`config.mk`:
```
export PLATFORM = sky130hd
export DESIGN_NAME = div_unit_flat
export DESIGN_NICKNAME = d
export VERILOG_FILES = /design/src/rtl/div_unit_pkg.sv /design/src/rtl/div_unit_if.sv /design/src/rtl/div_step.sv /design/src/rtl/div_unit.sv /design/src/flat_wrapper.sv
export SDC_FILE = /design/constraint.sdc
export NUM_CORES = 1
export LEC_CHECK = 0
export CAP_MARGIN = 20
export CORE_MARGIN = 2
export CORE_UTILIZATION = 45
export CTS_CLUSTER_DIAMETER = 30
export DETAILED_ROUTE_END_ITERATION = 12
export PLACE_DENSITY = 0.66
export SLEW_MARGIN = 10
export SYNTH_ARGS = -nofsm -noshare
export SYNTH_HDL_FRONTEND = slang
export SYNTH_SLANG_ARGS = --single-unit
```
`constraint.sdc`:
```
create_clock -name clk -period 6.6 [get_ports clk]
set_input_delay 1.32 -clock clk [delete_from_list [all_inputs] [get_ports clk]]
set_output_delay 1.32 -clock clk [all_outputs]
set_load 0.01 [all_outputs]
```
`src/rtl/div_unit_pkg.sv`:
```
// Shared execute-stage definitions for the multi-cycle divider.
// Holds the one-hot state encoding and the iteration count.
package div_unit_pkg;

    localparam int DIV_ITERS = 32;

    typedef enum logic [3:0] {
        S_IDLE = 4'b1000,
        S_ITER = 4'b0100,
        S_FIX  = 4'b0010,
        S_DONE = 4'b0001
    } div_state_e;

endpackage

```
`src/rtl/div_unit_if.sv`:
```
// Request/result bundle between the execute stage (master) and the divider (slave).
interface div_unit_if
    import div_unit_pkg::*;
#(
    parameter int WIDTH = DIV_ITERS
);
    logic             en;
    logic             is_signed;
    logic             is_flush;
    logic [WIDTH-1:0] a;
    logic [WIDTH-1:0] b;
    logic [WIDTH-1:0] q;
    logic [WIDTH-1:0] r;
    logic             done;
    logic             busy;

    modport master (
        output en, is_signed, is_flush, a, b,
        input  q, r, done, busy
    );

    modport slave (
        input  en, is_signed, is_flush, a, b,
        output q, r, done, busy
    );

endinterface

```
`src/rtl/div_step.sv`:
```
// One radix-2 restoring division step: shift {rem, quo} left, then subtract
// the divisor if it fits and record the outcome in the quotient LSB.
module div_step #(
    parameter int WIDTH = 32
) (
    input  logic [WIDTH-1:0] rem_i,
    input  logic [WIDTH-1:0] quo_i,
    input  logic [WIDTH-1:0] divisor_i,
    output logic [WIDTH-1:0] rem_o,
    output logic [WIDTH-1:0] quo_o
);
    logic [WIDTH:0] shifted;
    logic           borrow;

    // Partial remainder is below the divisor, so one extra bit holds the shift.
    assign shifted = {rem_i, quo_i[WIDTH-1]};
    assign borrow  = shifted < {1'b0, divisor_i};
    assign rem_o   = borrow ? shifted[WIDTH-1:0] : shifted[WIDTH-1:0] - divisor_i;
    assign quo_o   = {quo_i[WIDTH-2:0], ~borrow};

endmodule

```
`src/rtl/div_unit.sv`:
```
// Multi-cycle signed/unsigned integer divider: restoring division on operand
// magnitudes, followed by a sign fix-up; fixed latency of WIDTH+2 cycles.
module div_unit
    import div_unit_pkg::*;
#(
    parameter int WIDTH = DIV_ITERS
) (
    input logic       clk,
    input logic       rst_n,
    div_unit_if.slave bus
);
    localparam int CNT_W = $clog2(WIDTH);

    div_state_e       state_q, state_d;
    logic [CNT_W-1:0] cnt_q, cnt_d;
    logic [WIDTH-1:0] q_q, r_q;

    logic [WIDTH-1:0] rem_q, quo_q, dvs_q, dvd_q;
    logic             neg_quo_q, neg_rem_q, div0_q;
    logic [WIDTH-1:0] rem_n, quo_n;
    logic [WIDTH-1:0] mag_a, mag_b, q_fix, r_fix;
    logic             load, step_en, fix_en;

    function automatic logic [WIDTH-1:0] magnitude(input logic [WIDTH-1:0] v,
                                                   input logic             is_signed);
        return (is_signed && v[WIDTH-1]) ? -v : v;
    endfunction

    assign mag_a = magnitude(bus.a, bus.is_signed);
    assign mag_b = magnitude(bus.b, bus.is_signed);

    // NOTE: every always_comb output gets a default first so no path can infer a latch.
    always_comb begin
        state_d = state_q;
        cnt_d   = cnt_q;
        load    = 1'b0;
        step_en = 1'b0;
        fix_en  = 1'b0;
        unique case (state_q)
            S_IDLE, S_DONE: begin
                if (bus.en) begin
                    state_d = S_ITER;
                    cnt_d   = '0;
                    load    = 1'b1;
                end else begin
                    state_d = S_IDLE;
                end
            end
            S_ITER: begin
                step_en = 1'b1;
                cnt_d   = cnt_q + 1'b1;
                if (cnt_q == CNT_W'(WIDTH - 1)) state_d = S_FIX;
            end
            S_FIX: begin
                fix_en  = 1'b1;
                state_d = S_DONE;
            end
            default: state_d = S_IDLE;
        endcase
        // Flush wins over everything, including a same-cycle start request.
        if (bus.is_flush) begin
            state_d = S_IDLE;
            cnt_d   = '0;
            load    = 1'b0;
            step_en = 1'b0;
            fix_en  = 1'b0;
        end
    end

    // NOTE: sequential state uses non-blocking assignments so all registers update together.
    always_ff @(posedge clk or negedge rst_n) begin
        if (!rst_n) begin
            state_q <= S_IDLE;
            cnt_q   <= '0;
            q_q     <= '0;
            r_q     <= '0;
        end else begin
            state_q <= state_d;
            cnt_q   <= cnt_d;
            if (fix_en) begin
                q_q <= q_fix;
                r_q <= r_fix;
            end
        end
    end

    // NOTE: datapath registers are always loaded before use, so they carry no reset.
    always_ff @(posedge clk) begin
        if (load) begin
            rem_q     <= '0;
            quo_q     <= mag_a;
            dvs_q     <= mag_b;
            dvd_q     <= bus.a;
            neg_quo_q <= bus.is_signed & (bus.a[WIDTH-1] ^ bus.b[WIDTH-1]);
            neg_rem_q <= bus.is_signed & bus.a[WIDTH-1];
            div0_q    <= (bus.b == '0);
        end else if (step_en) begin
            rem_q <= rem_n;
            quo_q <= quo_n;
        end
    end

    div_step #(.WIDTH(WIDTH)) u_step (
        .rem_i     (rem_q),
        .quo_i     (quo_q),
        .divisor_i (dvs_q),
        .rem_o     (rem_n),
        .quo_o     (quo_n)
    );

    // Divide-by-zero returns all ones and the original dividend, unsigned-style.
    assign q_fix = div0_q ? '1    : (neg_quo_q ? -quo_q : quo_q);
    assign r_fix = div0_q ? dvd_q : (neg_rem_q ? -rem_q : rem_q);

    assign bus.q    = q_q;
    assign bus.r    = r_q;
    assign bus.done = (state_q == S_DONE);
    assign bus.busy = (state_q == S_ITER) || (state_q == S_FIX);

endmodule

```
`src/flat_wrapper.sv`:
```
// flat-port wrapper written by rule: the top's interface ports become plain ports
module div_unit_flat import div_unit_pkg::*;
#(
    parameter int WIDTH = DIV_ITERS
)
  (clk, rst_n, bus_en, bus_is_signed, bus_is_flush, bus_a, bus_b, bus_q, bus_r, bus_done, bus_busy);
  div_unit_if #(.WIDTH(WIDTH)) bus_i ();
  input logic clk;
  input logic rst_n;
  input wire logic [$bits(bus_i.en)-1:0] bus_en;
  input wire logic [$bits(bus_i.is_signed)-1:0] bus_is_signed;
  input wire logic [$bits(bus_i.is_flush)-1:0] bus_is_flush;
  input wire logic [$bits(bus_i.a)-1:0] bus_a;
  input wire logic [$bits(bus_i.b)-1:0] bus_b;
  output wire logic [$bits(bus_i.q)-1:0] bus_q;
  output wire logic [$bits(bus_i.r)-1:0] bus_r;
  output wire logic [$bits(bus_i.done)-1:0] bus_done;
  output wire logic [$bits(bus_i.busy)-1:0] bus_busy;
  assign bus_i.en = bus_en;
  assign bus_i.is_signed = bus_is_signed;
  assign bus_i.is_flush = bus_is_flush;
  assign bus_i.a = bus_a;
  assign bus_i.b = bus_b;
  assign bus_q = bus_i.q;
  assign bus_r = bus_i.r;
  assign bus_done = bus_i.done;
  assign bus_busy = bus_i.busy;
  div_unit #(.WIDTH(WIDTH)) u_core (.clk(clk), .rst_n(rst_n), .bus(bus_i));
endmodule
```
Run 1, signal wires on met4:
Supply wires on this layer in grey.
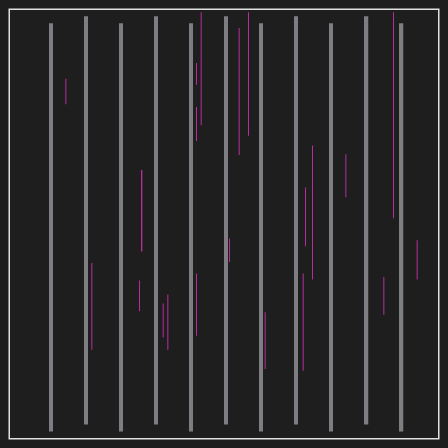
wire length on this layer = 572 µm
longest straight run = 79.6 µm

Run 1, signal wires by layer:
Two of the layers only.
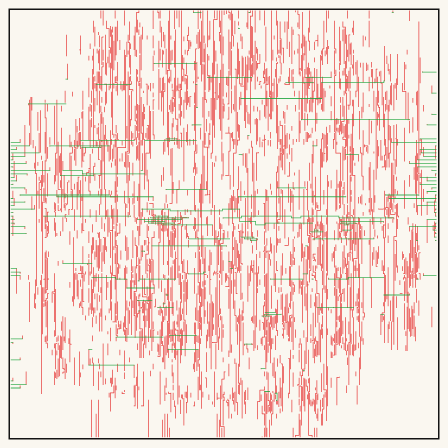
red -> met2  # wire length 14300 µm
green -> met3  # wire length 1320 µm

Run 1, a small window of the routed layout:
Bar = 10 µm. Window x 68 to 98, y 68 to 98 µm. Cells in grey, sequential cells in the stronger grey; small squares are vias.
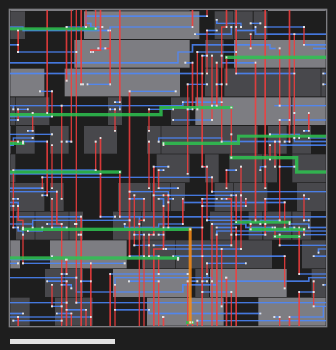
red -> met2
blue -> met1
green -> met3
orange -> met4
sequential cells in the window = 10
netlist names of flops here include = `u_core.rem_q` (5), `u_core.bus.r` (2), `u_core.dvd_q` (2)
most frequent = o21ai_0 (9), xor2_1 (8)
cells with their middle in the window = 57

Run 1, the metal 1 layer:
Supply wires on this layer in grey.
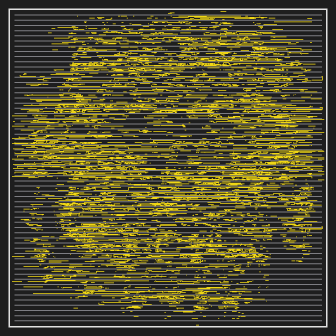
wire length on this layer = 13800 µm
longest straight run = 57.0 µm

==> results.txt, run 1 <==
The synthesis and place-and-route flow finished, so here is a summary.

The class of the worst hold path is reg2reg. For this sky-water flow run, the detailed-routed wirelength per cell is reported as 16.70 µm. The registers of the reported paths see a clock transition of 40 ps. The sum of internal, switching and leakage power came out at 4.450 mW. The number of buffers and inverters on the critical path is 1. For this run, the top clock speed supported by timing is 233.2 MHz. The initial antenna violation count came to 0. The share of synthesized area occupied by flip-flops and latches is 46.14%. After synthesis the netlist holds a flip-flop and latch count of 204. Excluding fillers, the count of instances in the completed layout stands at 1799. The OpenROAD warning count is 26. Summed over all nets, the switching power comes to 1.027 mW. The internal power is 3.423 mW. The signal arrival time at the worst endpoint is 4550 ps. The fill cell total of the finished layout is 2253. The synthesized area is 11790 µm². For this design the static power due to leakage is 6.388 nW. The post-cts repair resize count came out at 0. The capture point of the worst register-to-register path is recorded as u_core.rem_q[16]. The first global-routing pass estimated 50.03 mm of wire.

In the post-synthesis netlist, the cell with the most instances is sky130_fd_sc_hd__nand2_1. The post-placement cell area is 13430 µm². In this run switching power makes up 23.08% of total power. The number of buffers inserted during clock tree synthesis came out at 53. The placement summary gives the final routability congestion estimate as 0.8539. The sort of element at the end of the critical path is a flop. The worst setup path is launched from an input pin. Among the stages of the critical path, the cell type that occurs most often is sky130_fd_sc_hd__or4_1. The combinational share of power came out at 8.0%. The aggregate global-route resource usage came out at 21.92%. Setup total negative slack on the finished layout was measured at 0 ps.

The clock sink total came out at 204. The number of post-CTS setup repair buffers came out at 0. The yosys stat cell total came out at 1278. Hold repair after CTS inserted 0 buffers.

In this run, power in the clock network comes to 2.66 mW. The run finished with clean final reports. Along the worst hold path, the cell count comes to 2.
## run 1: metal layers
metal	up-vias	GRT usage, %	share of wire (%)
met2	225	36.51	48
met5	-	0	0
li1	4859	-	-
met4	0	7.297	1.9
met1	4821	29.16	46
met3	47	3.670	4.4
## run 1: logic make-up (layout without fill, tap and decap cells)
logic type               after synthesis  count (layout)  synth area share (%)
adder cells (fa/ha/maj)               39              39                 4.202
AND-OR/OR-AND                        379             379                 19.17
buffers and inverters                121             307                 3.936
XOR/XNOR                             151             151                 11.21
AND/OR/NAND/NOR                      374             374                 14.48
flip-flops                           204             204                 46.14
multiplexers                          10              10                0.8488
## run 1: final cells by class
type,instances,share of cell area [%]
flip-flops and latches,204,35.53
clock inverters,27,2.190
repair buffers,144,9.232
multi-input cells,953,38.62
clock buffers,73,10.15
inverters,63,1.544
well taps,335,2.737
==> run 2, diff against run 1 <==
==> constraint.sdc (replaced) <==
create_clock -name clk -period 4.15 [get_ports clk]
set_input_delay 0.83 -clock clk [delete_from_list [all_inputs] [get_ports clk]]
set_output_delay 0.83 -clock clk [all_outputs]
set_load 0.01 [all_outputs]
==> run 2 against run 1 <==
Net effect: clock skew increased by 6.2 ps; non-clock buffer count increased by 8; highest routed layer is now met5; sequential share of layout area increased by 0.45 points; clock power increased by 41%; register-to-register slack got worse by 2200 ps; area after synthesis unchanged; critical path depth decreased by 1; critical path type is now reg2reg; worst hold slack got worse by 14 ps; first-iteration DRC count increased by 37%.
==> results.txt, run 2 <==
The synthesis and place-and-route flow finished, so here is a summary.

The run finished with clean final reports. The global-route layer with the greatest usage is met2. The post-route report lists met1 wire length as 13.42 mm. The number of buffers and inverters on the critical path came out at 0. The pin count of the biggest net entering global routing came out at 74. The OpenROAD warning count is 26. Wire segments on met3 add up to 1.519 mm in the final route. The initial antenna violation count is 1. There are 204 flip-flops and latches. Setup repair after global routing left no endpoint under its margin. According to the floorplan log, the row count is 59. The floorplan step defined a die boundary enclosing 27520 µm². The total net switching power is 1.555 mW. The reported sequential group power is 2.28 mW.

The instance area after placement is 13500 µm². The remaining number of nets flagged by the antenna check after routing came out at 0. The synthesized netlist devotes 14.48% of its cell area to simple gates.

The critical register-to-register path endpoint is u_core.bus.q[31]. The register-to-register setup slack came out at 380 ps. The mean routed wirelength per cell is 16.40 µm. The sum of internal, switching and leakage power came out at 6.601 mW.

The signal arrival time at the worst endpoint is 4170 ps. The routability-driven placement congestion ratio is 0.8555. Of the cells placed in the final design, the portion with a size suffix greater than 1 is 8.093%. The met3 global-route usage came out at 4.099%.

The final report lists the setup-violating endpoint count as 0. The xor and xnor fraction of the mapped netlist area is 11.21%. The non-clock buffer contribution to total cell area came out at 9.829%. Yosys shows that the main logic family after synthesis is AND-OR/OR-AND gates. Counting flops and latches in the post-synthesis netlist gives 204. The sequential cell area share is 35.98%. The aggregate global-route resource usage came out at 21.46%.

The inverter count of the layout excluding clock inverters is 63. The number of post-CTS setup repair buffers came out at 0. The compound-gate portion of the synthesized area is 19.17%. The report puts the hold buffer count at CTS at 0. Summing the sequential cell areas from Yosys gives 46.14% of the chip area. The global routing met2 resource utilization came out at 35.34%. Checking hold timing, the worst path is listed with class in2async. The global-route wire length before repair came out at 49.11 mm. Of all power groups, the one with the highest power is clock. By area, the class that comes first in the final layout consists of logic gates. The fraction of power spent switching nets came out at 23.56%. The design received a total of 335 well taps at floorplan. The wire length on met2 came out at 13.80 mm. The via count of the first global-routing pass is 9695. The met1 global-route usage is 28.81%.

Sorting the synthesis cell report by count puts at the top sky130_fd_sc_hd__nand2_1. The total negative setup slack is 0 ps. The highest metal layer used by the detailed router is met5. The combinational share of power came out at 8.7%. Multiplexer cells account for 0.8488% of the synthesized area. The final report lists a non-filler cell total of 1793. For the clock group, total power comes out at 3.75 mW.

The multi-input logic area is 5914 µm². Summing the areas of all fa, ha and maj instances in the mapped netlist gives 4.202% of the synthesized area. On the worst setup and hold paths after CTS, the clock-pin slew comes to 50 ps. The worst setup path is captured at a flop.

Per the layout report, the design carries 152 non-clock buffers. The number of logic gates is 953. The synthesized area is 11790 µm². The worst max-slew margin expressed relative to the limit is 36.93%.

The library cells used most frequently in the layout, excluding fill and tap cells, are 143 x sky130_fd_sc_hd__nand2_1, 136 x sky130_fd_sc_hd__o21ai_0, 133 x sky130_fd_sc_hd__clkdlybuf4s50_1. The number of detailed-routing iterations run before antenna repair came out at 5. STA classifies the critical path startpoint as a flop. The violation count after the first detailed-route iteration is 873. The peak clock frequency supported by timing came out at 265.3 MHz. The leakage power came out at 6.304 nW. In the final layout, the clock buffer count is 52. Internal power comes to 5.046 mW. The fill cell total of the finished layout is 2246. The most numerous cell on the critical path is sky130_fd_sc_hd__or4_1. Gates resized during post-CTS repair numbered 0. The clock tree cell share of total cell area came out at 10.75%. The yosys stat cell total is 1278.
## run 2: cell count changes in the layout (fill, tap and decap cells not counted)
cell | before | now
sky130_fd_sc_hd__clkbuf_8 | 11 | 2
sky130_fd_sc_hd__clkbuf_16 | 55 | 48
sky130_fd_sc_hd__clkinv_2 | 8 | 10
sky130_fd_sc_hd__bufinv_16 | 6 | 7
sky130_fd_sc_hd__clkbuf_1 | 7 | 2
sky130_fd_sc_hd__clkinv_1 | 1 | 4
sky130_fd_sc_hd__inv_16 | 1 | 0
sky130_fd_sc_hd__inv_4 | 2 | 0
sky130_fd_sc_hd__buf_4 | 11 | 18
sky130_fd_sc_hd__buf_12 | 0 | 1
sky130_fd_sc_hd__inv_6 | 0 | 4
Run 2, signal wires on met4:
Supply wires on this layer in grey.
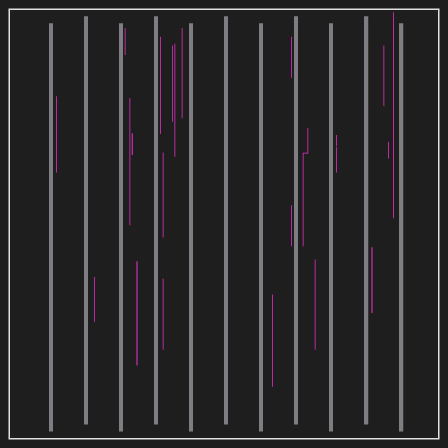
longest straight run = 79.6 µm
share of all routed wire = 2.2%
nets with wire on the layer = 15
wire length on this layer = 655 µm

Run 2, the clock network:
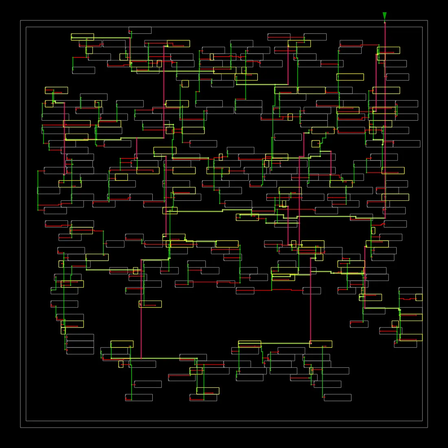
Fin Clk Skew: 23.36 ps
total number of clock tree sinks: 204
clk latency late pin: 540 ps
Inserted Clock Buffers: 46

Run 2, the metal 1 layer:
Supply wires on this layer in grey.
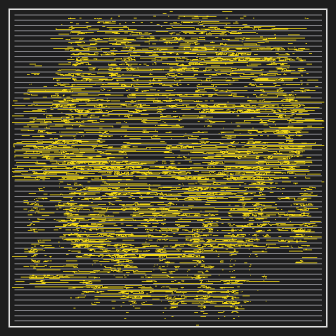
wire length on this layer = 13400 µm
longest straight run = 45.5 µm

No activity file was given, so power comes from the tool's default toggle rates.
